**config.mk**
```make
export PLATFORM = sky130hd
export DESIGN_NAME = seq_arith_ctrl
export DESIGN_NICKNAME = d
export VERILOG_FILES = /design/src/rtl/seq_arith_pkg.sv /design/src/rtl/seq_muldiv.sv /design/src/rtl/seq_arith_ctrl.sv
export SDC_FILE = /design/constraint.sdc
export NUM_CORES = 1
export LEC_CHECK = 0
export ABC_AREA = 1
export CAP_MARGIN = 40
export CORE_UTILIZATION = 58
export CTS_CLUSTER_DIAMETER = 50
export DETAILED_ROUTE_END_ITERATION = 7
export PLACE_DENSITY = 0.78
export SYNTH_ARGS = -nofsm -noshare
export SYNTH_HDL_FRONTEND = slang
export SYNTH_HIERARCHICAL = 1
export SYNTH_SLANG_ARGS = --single-unit
```
**constraint.sdc**
```tcl
create_clock -name clk -period 3.5 [get_ports clk]
set_input_delay 0.875 -clock clk [delete_from_list [all_inputs] [get_ports clk]]
set_output_delay 0.875 -clock clk [all_outputs]
set_load 0.03 [all_outputs]
```
**src/rtl/seq_arith_pkg.sv**
```systemverilog
// rtl/seq_arith_pkg.sv - shared op codes, FSM states and flag levels for seq_arith_ctrl
package seq_arith_pkg;

    localparam logic [1:0] OP_ADD = 2'd0;
    localparam logic [1:0] OP_SUB = 2'd1;
    localparam logic [1:0] OP_MUL = 2'd2;
    localparam logic [1:0] OP_DIV = 2'd3;

    typedef enum logic [3:0] {
        ST_IDLE,
        ST_FETCH_A,
        ST_WAIT_A,
        ST_FETCH_B,
        ST_WAIT_B,
        ST_EXEC,
        ST_ITER,
        ST_OUTPUT,
        ST_NEXT
    } state_t;

    // res_flag: add carry, sub borrow, mul high-half nonzero, div by zero
    localparam logic FLAG_CLR = 1'b0;
    localparam logic FLAG_SET = 1'b1;

    function automatic logic is_iter_op(input logic [1:0] op);
        return op[1];
    endfunction

endpackage

```
**src/rtl/seq_muldiv.sv**
```systemverilog
// rtl/seq_muldiv.sv - iterative shift-add multiplier / restoring divider, one bit per cycle
module seq_muldiv #(
    parameter int DATA_W = 16
) (
    input  logic              clk,
    input  logic              reset,
    input  logic              go,
    input  logic              is_div,
    input  logic [DATA_W-1:0] a,
    input  logic [DATA_W-1:0] b,
    output logic              busy,
    output logic              fin,
    output logic [DATA_W-1:0] lo,
    output logic [DATA_W-1:0] hi,
    output logic              dz
);
    localparam int CW = $clog2(DATA_W + 1);

    logic [DATA_W-1:0] hi_r, lo_r, b_r;
    logic [CW-1:0]     cnt;
    logic              div_r;
    logic [DATA_W:0]   mul_sum, div_shift, div_diff;
    logic              div_ge;
    logic [DATA_W-1:0] hi_nx, lo_nx;

    assign dz = is_div && (b == '0);

    always_comb begin
        mul_sum   = {1'b0, hi_r} + (lo_r[0] ? {1'b0, b_r} : '0);
        div_shift = {hi_r, lo_r[DATA_W-1]};
        div_diff  = div_shift - {1'b0, b_r};
        div_ge    = (div_shift >= {1'b0, b_r});
        if (div_r) begin
            hi_nx = div_ge ? div_diff[DATA_W-1:0] : div_shift[DATA_W-1:0];
            lo_nx = {lo_r[DATA_W-2:0], div_ge};
        end else begin
            hi_nx = mul_sum[DATA_W:1];
            lo_nx = {mul_sum[0], lo_r[DATA_W-1:1]};
        end
    end

    // lo/hi carry the post-step value, so they hold the final result in the fin cycle
    assign fin = busy && (cnt == CW'(1));
    assign lo  = lo_nx;
    assign hi  = hi_nx;

    always_ff @(posedge clk) begin
        if (reset) begin
            hi_r  <= '0;
            lo_r  <= '0;
            b_r   <= '0;
            cnt   <= '0;
            div_r <= 1'b0;
            busy  <= 1'b0;
        end else if (go && !dz && !busy) begin
            hi_r  <= '0;
            lo_r  <= a;
            b_r   <= b;
            div_r <= is_div;
            cnt   <= CW'(DATA_W);
            busy  <= 1'b1;
        end else if (busy) begin
            hi_r <= hi_nx;
            lo_r <= lo_nx;
            cnt  <= cnt - CW'(1);
            if (cnt == CW'(1)) begin
                busy <= 1'b0;
            end
        end
    end

endmodule

```
**src/rtl/seq_arith_ctrl.sv**
```systemverilog
// rtl/seq_arith_ctrl.sv - fetches operand pairs from ROM and applies add/sub/mul/div in turn
module seq_arith_ctrl
    import seq_arith_pkg::*;
#(
    parameter int DATA_W    = 16,
    parameter int ADDR_W    = 9,
    parameter int NUM_PAIRS = 4,
    parameter int BASE_ADDR = 0,
    parameter int RD_LAT    = 1
) (
    input  logic              clk,
    input  logic              reset,
    input  logic              start,
    output logic              rom_rd,
    output logic [ADDR_W-1:0] rom_addr,
    input  logic [DATA_W-1:0] rom_data,
    output logic              res_valid,
    input  logic              res_ready,
    output logic [1:0]        res_op,
    output logic [DATA_W-1:0] res_lo,
    output logic [DATA_W-1:0] res_hi,
    output logic              res_flag,
    output logic              busy,
    output logic              done
);
    localparam int KW = $clog2(NUM_PAIRS + 1);

    state_t            state;
    logic [KW-1:0]     k;
    logic [1:0]        op;
    logic [ADDR_W-1:0] ptr;
    logic [2:0]        wcnt;
    logic [DATA_W-1:0] a_r, b_r;
    logic [DATA_W:0]   sum, diff;

    logic              md_go, md_is_div, md_busy, md_fin, md_dz;
    logic [DATA_W-1:0] md_lo, md_hi;

    assign sum       = {1'b0, a_r} + {1'b0, b_r};
    assign diff      = {1'b0, a_r} - {1'b0, b_r};
    assign md_go     = (state == ST_EXEC) && is_iter_op(op) && !md_busy;
    assign md_is_div = (op == OP_DIV);

    seq_muldiv #(.DATA_W(DATA_W)) u_muldiv (
        .clk    (clk),
        .reset  (reset),
        .go     (md_go),
        .is_div (md_is_div),
        .a      (a_r),
        .b      (b_r),
        .busy   (md_busy),
        .fin    (md_fin),
        .lo     (md_lo),
        .hi     (md_hi),
        .dz     (md_dz)
    );

    always_ff @(posedge clk) begin
        if (reset) begin
            state     <= ST_IDLE;
            k         <= '0;
            op        <= OP_ADD;
            ptr       <= ADDR_W'(BASE_ADDR);
            wcnt      <= '0;
            a_r       <= '0;
            b_r       <= '0;
            rom_rd    <= 1'b0;
            rom_addr  <= '0;
            res_valid <= 1'b0;
            res_op    <= '0;
            res_lo    <= '0;
            res_hi    <= '0;
            res_flag  <= FLAG_CLR;
            busy      <= 1'b0;
            done      <= 1'b0;
        end else begin
            rom_rd <= 1'b0;
            done   <= 1'b0;
            case (state)
                ST_IDLE: begin
                    if (start) begin
                        state    <= ST_FETCH_A;
                        busy     <= 1'b1;
                        rom_rd   <= 1'b1;
                        rom_addr <= ptr;
                    end
                end
                ST_FETCH_A: begin
                    state <= ST_WAIT_A;
                    wcnt  <= 3'(RD_LAT - 1);
                end
                ST_WAIT_A: begin
                    if (wcnt == 3'd0) begin
                        a_r      <= rom_data;
                        state    <= ST_FETCH_B;
                        rom_rd   <= 1'b1;
                        rom_addr <= ptr + ADDR_W'(1);
                    end else begin
                        wcnt <= wcnt - 3'd1;
                    end
                end
                ST_FETCH_B: begin
                    state <= ST_WAIT_B;
                    wcnt  <= 3'(RD_LAT - 1);
                end
                ST_WAIT_B: begin
                    if (wcnt == 3'd0) begin
                        b_r   <= rom_data;
                        state <= ST_EXEC;
                    end else begin
                        wcnt <= wcnt - 3'd1;
                    end
                end
                ST_EXEC: begin
                    res_op <= op;
                    case (op)
                        OP_ADD: begin
                            res_lo    <= sum[DATA_W-1:0];
                            res_hi    <= '0;
                            res_flag  <= sum[DATA_W];
                            res_valid <= 1'b1;
                            state     <= ST_OUTPUT;
                        end
                        OP_SUB: begin
                            res_lo    <= diff[DATA_W-1:0];
                            res_hi    <= '0;
                            res_flag  <= (a_r < b_r) ? FLAG_SET : FLAG_CLR;
                            res_valid <= 1'b1;
                            state     <= ST_OUTPUT;
                        end
                        default: begin
                            // divide-by-zero bypasses the iterative unit entirely
                            if (md_dz) begin
                                res_lo    <= '1;
                                res_hi    <= a_r;
                                res_flag  <= FLAG_SET;
                                res_valid <= 1'b1;
                                state     <= ST_OUTPUT;
                            end else begin
                                state <= ST_ITER;
                            end
                        end
                    endcase
                end
                ST_ITER: begin
                    if (md_fin) begin
                        res_lo    <= md_lo;
                        res_hi    <= md_hi;
                        res_flag  <= (op == OP_MUL) ? (md_hi != '0) : FLAG_CLR;
                        res_valid <= 1'b1;
                        state     <= ST_OUTPUT;
                    end
                end
                ST_OUTPUT: begin
                    if (res_ready) begin
                        res_valid <= 1'b0;
                        state     <= ST_NEXT;
                    end
                end
                ST_NEXT: begin
                    if (k == KW'(NUM_PAIRS - 1)) begin
                        done  <= 1'b1;
                        busy  <= 1'b0;
                        k     <= '0;
                        op    <= OP_ADD;
                        ptr   <= ADDR_W'(BASE_ADDR);
                        state <= ST_IDLE;
                    end else begin
                        k        <= k + KW'(1);
                        op       <= op + 2'd1;
                        ptr      <= ptr + ADDR_W'(2);
                        rom_rd   <= 1'b1;
                        rom_addr <= ptr + ADDR_W'(2);
                        state    <= ST_FETCH_A;
                    end
                end
                default: state <= ST_IDLE;
            endcase
        end
    end

endmodule

```
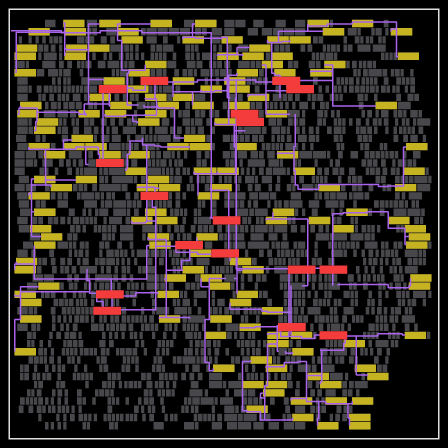
Fig. 1. Clock network drawn from the DEF (run 1).
- red: clock-net drivers (count 17)
- yellow: flip-flops (count 155)
- purple: clock wires (length 2,110 um)
- routed clock nets: 18
- flops lie: spread over the die

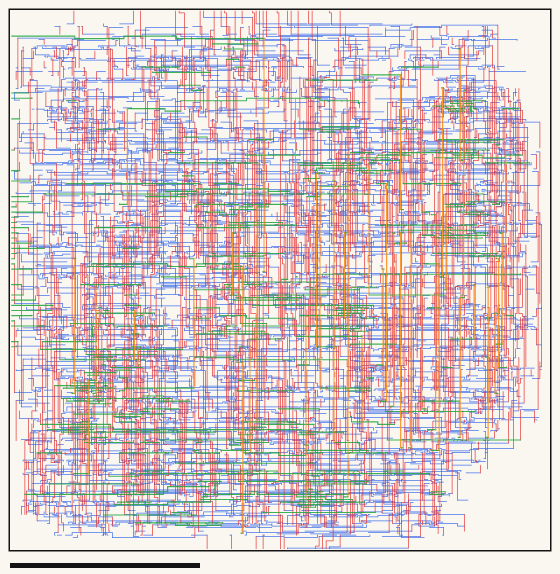
Fig. 2. Signal wires by layer (run 1).
Bar = 50 um.
- green: M3 (wire length 3,180 um)
- orange: M4 (wire length 1,770 um)
- red: M2 (wire length 16,400 um)
- blue: M1 (wire length 15,400 um)
Tot GR Track Use: 37.04%
WL per Instance: 17.27 um

==> flow_results.org, run 1 <==
#+TITLE: Implementation results

** Pwr
- Sequential cells account for 28.8% of the total power.
- Switching share of power :: 47.31%
- The flow reports that the clock network draws a little under a quarter of the design power.
- P_leak :: 0.006321 uW
- Power density over the cells :: about 630 nW/um^2
- Across the VDD grid, the largest voltage drop is 0.0007951 V.
- Internal power contribution :: approximately 4200 uW

** Final timing
- Setup repair after global routing left no endpoint under its margin.
- Between clock sinks in the finished design, the worst skew comes to 0.01376 ns.
- Looking at the max-slew report, the worst-margin pin has a slew of 0.8706 ns.
- In the final timing run, aggregate negative setup slack is 0 ns.
- Share of the clock period used by the worst path :: between 80% and 90%
- Number of pins exceeding their max-slew limit in the final report :: 0
- Final critical path time including I/O delays and setup :: around 3.1 ns
- PnR worst setup slack :: 0.3642 ns
- Relative slew slack :: between 40% and 50%
- Number of setup violations in the final report :: 0

** Clocking
- CTS sink count :: 155
- Clock latency reported for the late side of the worst-skew pair :: 0.44 ns
- No sink is reached through more buffers than the 2 on the longest clock path.
- TritonCTS built the clock tree.
- # Post-CTS Setup Buffers :: 0
- Post_cts resized :: 0
- Buffers inserted to repair hold after CTS numbered 0.
- The timing report gives the clock slew at the launch and capture registers of the worst setup and hold paths as 0.07 ns.
- Buffers inserted during clock tree synthesis total 17.
- CTS H-tree lvls :: 4
- Root buffer cell :: clkbuf_16

** Finish
- For this run, the post-layout net count is 1,959.
- The final antenna diode tally reported by the flow is 0.

** Logic synthesis
- Sequential-to-total area share from yosys stat :: 27.36%
- Yosys reported that registers with async set or reset make up 0%.
- The post-synth count of flops with an enable pin is 0.
- List of most frequent post-synthesis cells :: nand2_1 (470), inv_1 (297), a21oi_1 (166)
- The synthesis stats list as the most numerous cell nand2_1.
- The synthesis report lists the most area-consuming cells as dfxtp_1 (27%), nand2_1 (16%), inv_1 (9.8%), ha_1 (8.3%), a21oi_1 (7.3%).
- The commonest register cell is dfxtp_1.
- The share of synthesized area in the top cell type comes to 27.36%.
- Total cells reported by yosys after synthesis :: 1,827
- The largest total area in the synthesized netlist belongs to dfxtp_1.
- Number of instances in the synthesized netlist :: 1,827
- The Yosys step of the flow raised 6 warnings.
- Post-synth regs :: 155
- After synthesis, the mean cell area works out to 6.207 um^2.
- Library cells used by synthesis :: 49

** Die
- X dimension of the die :: around 140 um
- Die outline area :: a little over 20,000 um^2
- Die y size :: ~140 um
- Standard-cell row count :: 50
- Num ports :: between 60 and 70

** Route
- In the routed layout, each cell is associated on average with a via count of 5.712.
- For this run, the detailed router's first-pass iteration total came to 8.
- The detailed router reported a total wirelength of between 30 and 40 mm.
- Drt initial violations :: between 1,000 and 1,500
- In this run the remaining antenna-violating nets after routing total 0.
- Across all layers, the routed design uses 12,180 vias.
- Residual DRC count :: 0

** Worst setup path
- According to the timing report, the arrival time at the worst endpoint equals between 3 and 4 ns.
- In this run the register-to-register setup slack is 0.36 ns.
- The worst setup path is launched from a flop.
- Looking at the setup timing report, the critical path kind is reg2reg.
- Worst flop-to-flop path startpoint :: u_muldiv/lo_r[0]
- Measured in cells, the most critical reg-to-reg path has a length of 15.
- The worst setup path is captured at a flop.
- The required time at the worst endpoint is listed as 3.82 ns.

** Min path
- Worst Hold Depth :: 2
- The startpoint identified for the worst hold timing path is res_valid.
- Worst Hold Class :: reg2reg
- The worst hold path terminates at res_valid.

** GRT
- Residual overflow from global routing :: 0
- Entering global routing, the biggest net connects 51 pins.
- The via count of the first global-routing pass was 11,040.

** Place
- Timing analysis after detailed placement gives a worst setup slack of around 0.16 ns.
- The congestion estimate from routability-driven global placement came to 1.028.
- According to the dpl log, the detail-placed design has an HPWL of roughly 28 mm.
- The placement stage leaves a total instance area of 12,140 um^2.

** Run
- Max-cap violations in this run came to 0.
- The tool warning count for the run is roughly 48.

** Status
- The flow ran to the end, and the final reports show no timing, DRC or antenna violations.
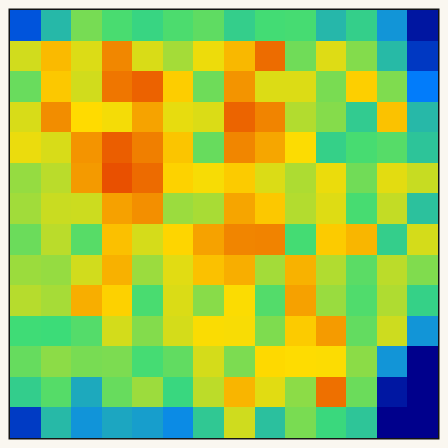
Fig. 3. Placement density heat map (run 1).
The die is cut into 14 by 14 equal tiles; dark blue is low, red is high, 0 to 100% covered.
- fullest tile: 91%
- nearly empty tiles: 2.0%
- tiles over 75% full: 26%
- mean over tiles: 62%
Placeable Area: 18,960 um^2
final design utilization: 67.21%
Pre-Place Util: 59.82%

run 1: cell type report:
class                   count  area (um^2)
well taps                 260        325.3
clock buffers              17        425.4
multi-input cells        1292         6730
inverters                 309         1160
clock inverters            15        173.9
flip-flops and latches    155         3104
fillers                  1773         6216
repair buffers             85        820.8
run 1: worst max path at each step:
stage                startpoint  endpoint  slack (ns)  depth (start not counted)
2_1_floorplan  u_muldiv/lo_r[0]  res_flag        0.74                         17
3_3_place_gp   u_muldiv/lo_r[0]  res_flag        0.17                         15
3_5_place_dp   u_muldiv/lo_r[0]  res_flag        0.16                         15
4_1_cts        u_muldiv/lo_r[0]  res_flag        0.13                         15
5_1_grt        u_muldiv/lo_r[0]  res_flag        0.12                         17
6_report       u_muldiv/lo_r[0]  res_flag        0.36                         15
run 1: sequential cells by signal, indices dropped and copies added (netlist names), 2 cells and up:
register       flops
a_r               16
b_r               16
k                  3
op                 2
ptr                8
res_hi            16
res_lo            16
res_op             2
rom_addr           9
state              4
u_muldiv/b_r      16
u_muldiv/cnt       5
u_muldiv/hi_r     16
u_muldiv/lo_r     16
wcnt               3
run 1: cells in the final DEF (no fill, tap or decap), drive strengths merged:
cell,instances
a211oi,2
a21o,1
a21oi,170
a31oi,10
and2,2
buf,18
clkbuf,17
clkdlybuf4s50,67
clkinv,8
clkinvlp,2
dfxtp,155
fa,4
ha,75
inv,314
nand2,486
nand3,155
nand3b,3
nand4,17
nor2,123
nor3,19
nor3b,2
nor4,4
o211ai,19
o21a,1
o21ai,169
o21bai,5
o22ai,3
o311ai,1
or2,6
xnor2,4
xor2,11
run 1: metal layers:
layer  up-vias  track usage, %  part of all wire (%)
met3       107           5.805                   8.6
met2       641           59.50                    45
met4         0           19.07                   4.8
met1      5513           48.06                    42
met5         -               0                     0
li1       5922               -                     -
run 1: power by group through the flow:
stage | sequential [uW] | clock (uW) | combinational [uW]
finish | 2300 | 1880 | 3810
global route | 2320 | 1960 | 4220
CTS | 2290 | 1880 | 3730
detailed placement | 2330 | 0 | 3700
global placement | 2320 | 0 | 3610
floorplan | 2460 | 0 | 2490
run 1: worst max-delay path: stages (launching register included):
cell and delay, ns:
dfxtp_2 0.61, nand2_1 0.17, inv_1 0.08, ha_1 0.30, a21oi_1 0.36, o21ai_0 0.12, inv_1 0.09, nor2_1 0.04
nor2_1 0.11, nand3_1 0.08, nand3_1 0.12, nand2_1 0.11, nor4_1 0.41, nand4_1 0.18, a31oi_1 0.17, a21oi_1 0.08
run 1: through the flow:
stage                     util, %  power (uW)  cells
after CTS                   67.20        7908   2133
after global routing        67.21        8507   2133
after global placement      63.88        5929   2099
final                       67.21        7985   2133
after detailed placement    64.04        6026   2101
after floorplan                 -        4953   1827
run 1: cells by family (layout without fill, tap and decap cells):
group | Yosys count | count (layout) | share of synthesized area, %
buffers and inverters | 380 | 426 | 13.28
AND/OR/NAND/NOR | 817 | 817 | 31.34
adder cells (fa/ha/maj) | 79 | 79 | 8.982
flip-flops | 155 | 155 | 27.36
AND-OR/OR-AND | 381 | 381 | 17.88
XOR/XNOR | 15 | 15 | 1.159
Fig. 4: run 1, track usage over the die
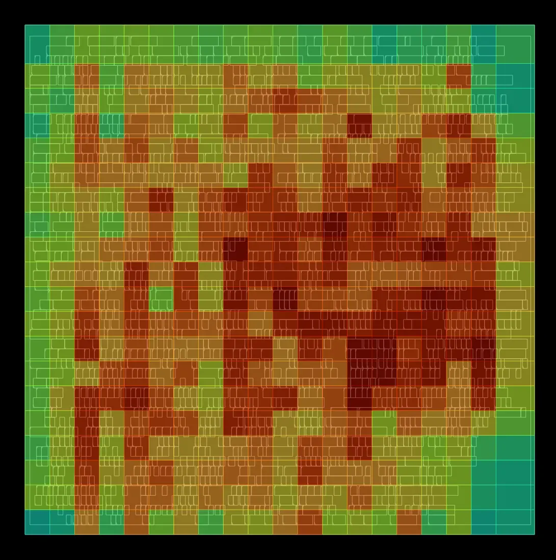

==> run 1 -> run 2 <==
GPL_TIMING_DRIVEN = 0   (was unset)
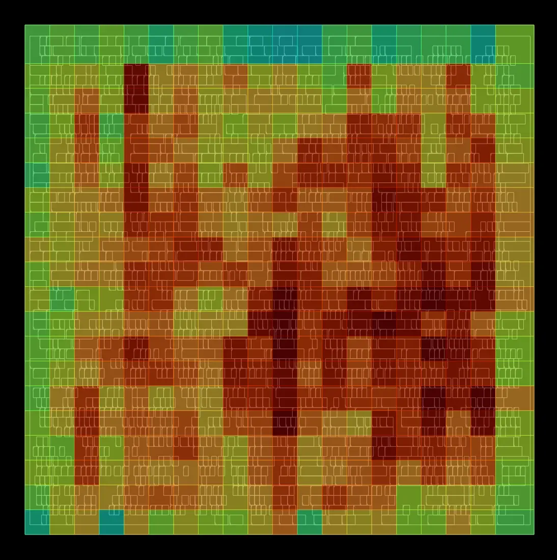
Fig. 5. Track usage over the die (run 2).
met3 usage in global routing: 6.412%
global-route track usage on met1: 47.79%
final design utilization: 68.16%
busiest layer in global routing: met2
WL per Instance: 17.74 um

==> run 2 against run 1 <==
Compared with the run above:
- area after synthesis stayed put
- utilization up 0.96 points
- sequential share of layout area is 0.35 points lower
- critical endpoint unchanged
- first-iteration DRC count grew 7.2%
- register-to-register slack worse by 0.07 ns
- total power increased by 0.52%
- sequential power hardly changed
- highest routed layer unchanged
==> flow_results.org, run 2 <==
#+TITLE: Implementation results

** Worst setup path
- The slowest stage of the critical path belongs to the cell fa_1.
- Worst setup startpoint :: u_muldiv/lo_r[0]
- CP bufs+invs :: 2
- Worst flop-to-flop path startpoint :: u_muldiv/lo_r[0]
- Count of cells along the worst register-to-register path :: 17
- The worst register-to-register path has a setup slack of around 0.3 ns.
- Family with the most delay on the worst path :: simple AND/OR/NAND/NOR gates
- Category of the most critical setup path :: reg2reg
- For reference, the critical path cell chain is clkbuf_2 > nand2_1 > inv_1 > ha_1 > fa_1 > nand3_1 > nand2_1 > nand2_1 > nand3_1 > nand3_1 > nand3_1 > nand3_1 > nand2_1 > nor4_1 > nand4_1 > a31oi_1 > a21oi_1.
- Data required time of the critical path :: 3.83 ns
- Worst Path Arrival :: 3.53 ns
- The worst setup path is captured at a flop.
- In this design, the critical path's most frequently occurring cell is nand3_1.
- Worst stage delay on the critical path :: 0.42 ns
- Following the worst setup path forward leads to its endpoint at res_flag.

** Clocking
- Buffer levels on the longest clock path :: 2
- Post_cts resized :: 0
- Per the CTS log, the root buffer master is clkbuf_16.
- CTS clk-pin slew, worst paths :: 0.07 ns
- Post-CTS timing repair inserted 0 buffers for setup.
- The clock drives 155 sinks.
- Number of buffers created by CTS :: 17

** Logic synthesis
- Total cells reported by yosys after synthesis :: 1,827
- In the post-synthesis netlist, the cell with the most instances is nand2_1.
- Synth area leaders :: dfxtp_1 (27%), nand2_1 (16%), inv_1 (9.8%), ha_1 (8.3%), a21oi_1 (7.3%)
- Main synth FF type :: dfxtp_1
- List of most frequent post-synthesis cells :: nand2_1 (470), inv_1 (297), a21oi_1 (166)
- Summed over its instances, the top area cell type makes up 27.36% of the synthesized netlist area.
- The cell count after synthesis came out at between 1,500 and 2,000.
- Summed over all instances, the cell type with the most area after synthesis is dfxtp_1.
- Synthesized area per cell :: a little over 6 um^2
- Sequential elements use a little over a quarter of the synthesized area.
- Library cells used by synthesis :: a little under 50
- Proportion of synthesized flip-flops having asynchronous set or reset :: 0%

** Final timing
- Counting I/O delays and the setup requirement, the final critical path takes 3.203 ns.
- Measured against its own limit, the worst slew margin works out to 45.96%.
- Clock skew after layout :: 0.01081 ns
- Number of setup violations in the final report :: 0
- For the final routed database, the setup TNS stands at 0 ns.
- The final critical path takes up 91.52% of the cycle.
- Setup repair after global routing left no endpoint under its margin.

** Route
- The final route contains about 13,000 vias.
- The script logs the ratio of routed vias to standard cells as 5.727.
- Before antenna repair, the detailed router went through 5 iterations.
- Final wirelength :: a little under 40 mm
- Residual DRC count :: 0
- Drt initial violations :: 1,286

** Finish
- Seq. cell area :: 3103 um^2
- Total area of multi-input combinational cells :: 6730 um^2
- The library cell used most frequently in the layout, excluding fill and tap cells, is nand2_1.
- Ranking logic cells in the layout by count gives the top entries nand2_1 (470), inv_1 (297), a21oi_1 (166).
- According to the finish report, the design has a final net count of between 2,000 and 2,500.

** Die
- Placeable Area :: 18,960 um^2
- The floorplan step set the die height to 141.8 um.
- The floorplan step records an initial core utilization of 59.82%.
- X dimension of the die :: 141.8 um

** Min path
- Worst Hold Class :: reg2reg

** Pwr
- Peak supply drop :: 0.0004749 V
- The design draws 8026 uW.
- Power density over the cells :: 621.2 nW/um^2
- For this design the static power due to leakage is 0.006407 uW.

** GRT
- Per the GRT congestion report, total overflow comes to 0.
- Vias in the first global route :: 11,640

** Run
- MaxCap Viol Count :: 0
- Count of warning messages emitted by the tools :: 48

** Place
- Post-detail-place hpwl :: 30.16 mm
- Routability-driven placement congestion ratio :: 1.031

** Status
- Run status :: complete, no violations
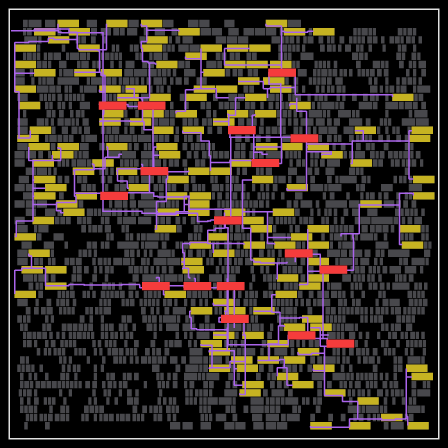
Fig. 6. Clock network drawn from the DEF (run 2).
- yellow: flip-flops (count 155)
- purple: clock wires (length 2,060 um)
- red: clock-net drivers (count 17)
- flops lie: spread over the die
clock latency reported for the late side of the worst-skew pair: 0.44 ns
clock network power consumption: 1860 uW

run 2: cell counts after synthesis:
No cell type changed its count.
run 2: cells by family (layout without fill, tap and decap cells):
family	after synthesis	in the layout	share of synthesized area, %
buffers and inverters	380	478	13.28
AND-OR/OR-AND	381	381	17.88
adder cells (fa/ha/maj)	79	79	8.982
XOR/XNOR	15	15	1.159
flip-flops	155	155	27.36
AND/OR/NAND/NOR	817	817	31.34
run 2: worst min path at each step:
stage                          from         endpoint  slack, ns  depth (start not counted)
floorplan           u_muldiv/cnt[1]  u_muldiv/cnt[1]       0.44                          2
global placement            wcnt[0]          wcnt[0]       0.45                          2
detailed placement       res_lo[13]       res_lo[13]       0.46                          2
CTS                 u_muldiv/cnt[1]  u_muldiv/cnt[1]       0.47                          2
global route              res_valid        res_valid       0.50                          2
finish              u_muldiv/cnt[1]  u_muldiv/cnt[1]       0.47                          2
run 2: routing by layer:
metal / vias up / wire length, um / track usage [%]
met2: 610 / 17390 / 64.12
met1: 5743 / 15360 / 47.79
met5: - / 0 / 0
met4: 0 / 2597 / 24.90
met3: 132 / 3399 / 6.412
li1: 6029 / - / -
run 2: power by group:
part | internal (uW) | switching (uW) | leakage (uW) | total (uW)
clock network | 968 | 891 | 0.000278 | 1860
registers | 2030 | 268 | 0.00126 | 2300
logic | 1250 | 2620 | 0.00487 | 3870
total | 4250 | 3780 | 0.00641 | 8030
run 2: worst register-to-register path, delay by kind of cell, from the launching register on:
family / cells / cell delay, ns
AND/OR/NAND/NOR: 11 / 1.56
adder cells (fa/ha/maj): 2 / 0.62
flip-flops: 1 / 0.41
AND-OR/OR-AND: 2 / 0.24
buffers and inverters: 2 / 0.27
run 2: through the flow:
step	instance area, um^2	std cells	setup WS (ns)	util [%]	hold slack (ns)
after global placement	12340	2154	0.1850	65.08	0.4512
after floorplan	11340	1827	0.7415	-	0.4384
final	12920	2185	0.2968	68.16	0.4664
after detailed placement	12340	2154	0.1614	65.08	0.4590
after global routing	12920	2185	0.1218	68.16	0.4989
after CTS	12920	2186	0.1385	68.18	0.4697
run 2: layout make-up:
cell class,instances,share of cell area [%]
Buffer,70,2.663
Tap cell,260,2.518
Clock buffer,18,3.399
Clock inverter,14,1.152
Sequential cell,155,24.01
Inverter,309,8.976
Multi-Input combinational cell,1292,52.09
Timing Repair Buffer,67,5.190
Fig. 7: run 2, gate-type map
Bar = 50 um.
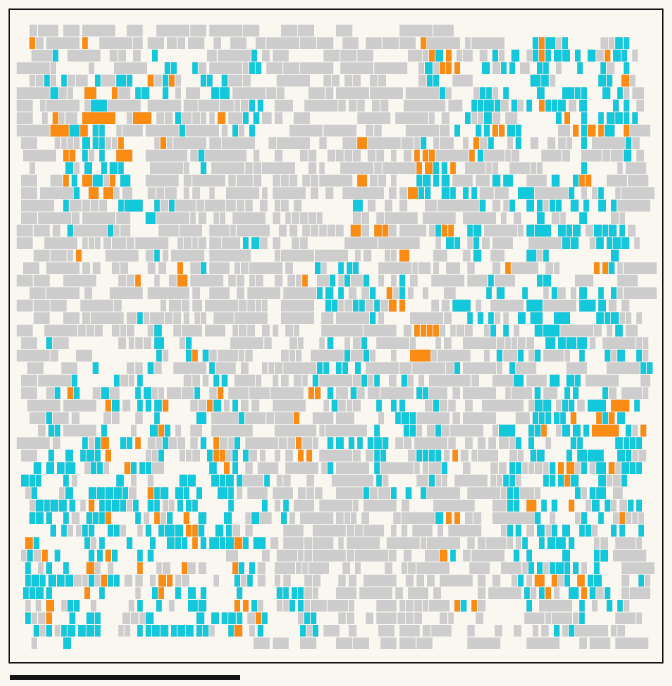

==> run 2 -> run 3 <==
CORE_MARGIN = 5   (was unset)
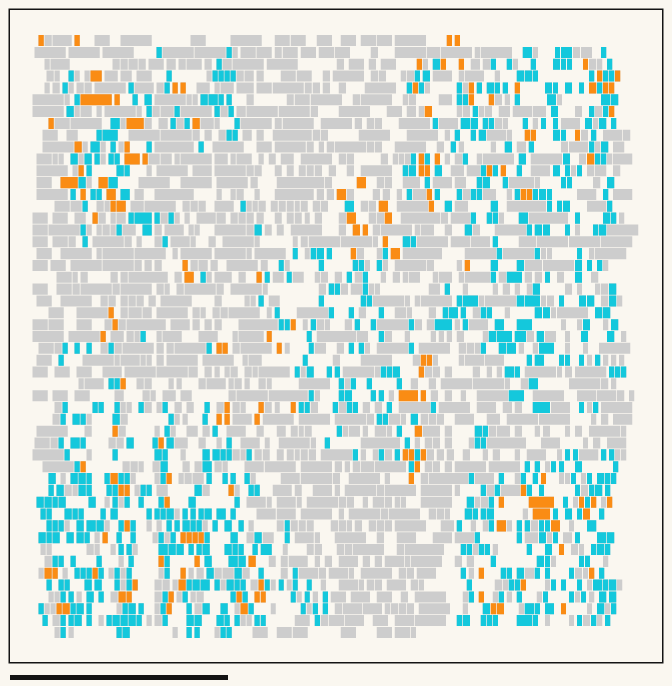
Fig. 8. Gate-type map (run 3).
Bar = 50 um.
- cyan: nand cells (cells 661; most used nand2_1; where spread over the die)
- orange: nor cells (cells 148; most used nor2_1; where spread over the die)
proportion of cell area occupied by multi-input gates: 52.04%
highest-count logic cell in the final layout: nand2_1
non-filler instance count after layout: 2,190

==> run 3 against run 2 <==
Compared with the run above:
- register-to-register slack better by 0.05 ns
- largest power group unchanged
- flip-flop count did not move
- setup slack better by 0.052 ns
- clock skew hardly changed
- count of clock-buffer cells in the layout fell by 1
- synthesized cell count unchanged
- sequential share of layout area about the same
- wire length down 1.5%
- fmax rose by 1.6%
- critical path depth decreased by 1
- design area is 0.16% higher
==> flow_results.org, run 3 <==
#+TITLE: Implementation results

** Logic synthesis
- Library cells used by synthesis :: 49
- Number of instances in the synthesized netlist :: 1,827
- Total cells reported by yosys after synthesis :: approximately 1,800
- Counting flops with a built-in enable in the synthesized netlist gives 0.
- Cell type contributing the most total cell area after synthesis :: dfxtp_1
- Post-synth regs :: 155
- Most common cell in the synthesized netlist :: nand2_1
- The synthesis report names the predominant flop master as dfxtp_1.
- Per the synthesis report, the single largest cell type by area occupies 27.36% of cell area.
- Per the synth stats, the proportion of register bits with asynchronous set or reset is 0%.
- Sequential-to-total area share from yosys stat :: 27.36%
- Warning count from the yosys run :: 6

** Worst setup path
- The worst setup path is launched from a flop.
- Sequence of cells on the critical path :: clkbuf_2 > nand2_1 > inv_1 > ha_1 > fa_1 > nand3_1 > nand2_1 > nand3_1 > nand2_1 > or2_2 > nand3_1 > nand3_1 > nor4_1 > nand4_1 > a31oi_1 > a21oi_1
- For the worst flop-to-flop path, the logic depth is 16.
- Among all stages on the critical path, the maximum delay recorded is 0.42 ns.
- CP Capture Type :: flop
- Category of the most critical setup path :: reg2reg
- Worst flop-to-flop path startpoint :: u_muldiv/lo_r[0]
- The slowest stage of the critical path belongs to the cell fa_1.

** Min path
- In the hold timing report, the worst path depth is 2.
- In the hold report, the worst path ends at wcnt[0].
- According to the hold report, the worst path is of the reg2reg type.

** Run
- MaxCap Viol Count :: 0

** Final timing
- RSZ-0062 raised after global routing :: false
- Counting I/O delays and the setup requirement, the final critical path takes 3.151 ns.
- Number of pins exceeding their max-slew limit in the final report :: 0
- Across all checked pins, the minimum headroom to the slew limit is 39.57%.
- For the pin with the worst max-slew slack, the measured transition is between 0.8 and 0.9 ns.
- Min Hold Slack :: 0.4634 ns
- Clock skew after layout :: 0.01057 ns
- Number of setup violations in the final report :: 0
- Share of the clock period used by the worst path :: roughly 90%

** Pwr
- Net load switching power :: 3727 uW
- IR analysis of the VDD net gives a maximum drop of about 0.00053 V.
- For this design the static power due to leakage is between 0.006 and 0.007 uW.

** Route
- The violation tally recorded at the end of detailed-routing iteration 0 is 1,120.
- The routed layout has between 10,000 and 15,000 vias.
- WL per Instance :: 17.44 um
- First-pass iteration count of the detailed router :: 6
- After detailed routing, the number of vias per cell comes to 5.644.

** GRT
- Global routing used ~34% of the available tracks across all layers.
- The via count of the first global-routing pass was about 11,000.
- Global routing finished with a remaining overflow of 0.

** Die
- After floorplanning, the die was sized to cover approximately 22,000 um^2.
- Placeable Area :: 19,330 um^2
- At the floorplan stage, the core utilization is reported as 58.65%.
- 68 I/O pins were placed.
- In this run the horizontal extent of the chip is 149.8 um.
- Die y size :: 149.8 um

** Clocking
- Buffer levels on the longest clock path :: 2
- Root buffer cell :: clkbuf_16
- CTS H-tree lvls :: 4
- Clock latency reported for the late side of the worst-skew pair :: roughly 0.44 ns
- CTS sink count :: between 150 and 200

** Finish
- Seq. cell area :: approximately 3100 um^2
- Leading cell types in the layout, fill and taps excluded :: nand2_1 (470), inv_1 (297), a21oi_1 (165)
- Number of inserted diodes :: 0
- The net count of the finished layout is slightly above 2,000.

** Status
- Run status :: complete, no violations

** Place
- The HPWL after detailed placement is around 31 mm.
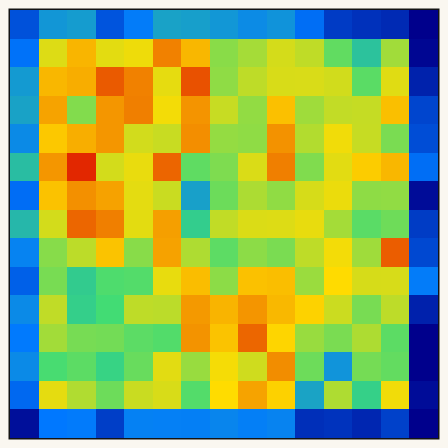
Fig. 9. Placement density heat map (run 3).
The die is cut into 15 by 15 equal tiles; dark blue is low, red is high, 0 to 100% covered.
- emptiest ninth of the die: south-east
- mean over tiles: 56%
- tiles over 75% full: 22%
- nearly empty tiles: 2.2%
- fullest tile: 96%

[run 3: repair_timing]
| action | in CTS | in global routing |
|---|---|---|
| hold buffers | 0 | 0 |
| endpoints found under the hold margin | 0 | 0 |
| resized | 0 | 3 |
| endpoints found under the setup margin | 0 | 1 |
| setup buffers | 0 | 0 |
[run 3: area by class of cell]
type,count,share of cell area (%)
timing repair buffer,67,5.182
clock buffer,17,3.287
multi-input combinational,1292,52.04
clock inverter,15,1.334
tap,265,2.562
sequential,155,23.98
buffer,70,2.659
inverter,309,8.963
[run 3: power groups by stage]
| stage | clock (uW) | combinational [uW] | sequential, uW |
|---|---|---|---|
| floorplan | 0 | 2490 | 2460 |
| global placement | 0 | 3690 | 2330 |
| detailed placement | 0 | 3750 | 2330 |
| CTS | 1890 | 3780 | 2290 |
| global route | 1990 | 4230 | 2330 |
| finish | 1880 | 3840 | 2300 |
[run 3: cells by family (layout without fill, tap and decap cells)]
logic type | after synthesis | count (layout) | share of synthesized area (%)
and+or+nand+nor | 817 | 817 | 31.34
AOI/OAI and AO/OA | 381 | 381 | 17.88
buffers and inverters | 380 | 478 | 13.28
DFF | 155 | 155 | 27.36
adders and majority gates | 79 | 79 | 8.982
xor gates and xnor gates | 15 | 15 | 1.159
[run 3: critical path, delay by kind of cell (launching register included)]
family	cells	cell delay, ns
buf+inv	2	0.26
simple gates	10	1.49
flops	1	0.40
fa+ha+maj	2	0.63
compound gates	2	0.26
[run 3: metrics by stage]
step / area, um^2 / worst slack [ns]
2_1_floorplan: 11340 / 0.7415
3_3_place_gp: 12340 / 0.2246
3_5_place_dp: 12340 / 0.1658
4_1_cts: 12940 / 0.1514
5_1_grt: 12940 / 0.1155
6_report: 12940 / 0.3488
[run 3: routing by layer]
| metal | routed length [um] | up-vias | global-route usage (%) | part of all wire, % |
|---|---|---|---|---|
| met5 | 0 | - | 0 | 0 |
| met2 | 18230 | 536 | 57.85 | 48 |
| met4 | 2035 | 0 | 16.38 | 5.3 |
| li1 | - | 6036 | - | - |
| met3 | 3096 | 115 | 6.511 | 8.1 |
| met1 | 14830 | 5674 | 40.70 | 39 |
[run 3: how the worst max path moves through the flow]
stage,end,depth (start not counted),start,slack [ns]
2_1_floorplan,res_flag,17,u_muldiv/lo_r[0],0.74
3_3_place_gp,res_flag,17,u_muldiv/lo_r[0],0.22
3_5_place_dp,res_flag,17,u_muldiv/lo_r[0],0.17
4_1_cts,res_flag,17,u_muldiv/lo_r[0],0.15
5_1_grt,res_flag,16,u_muldiv/lo_r[0],0.12
6_report,res_flag,16,u_muldiv/lo_r[0],0.35
Power is estimated from default activity; no workload was simulated.
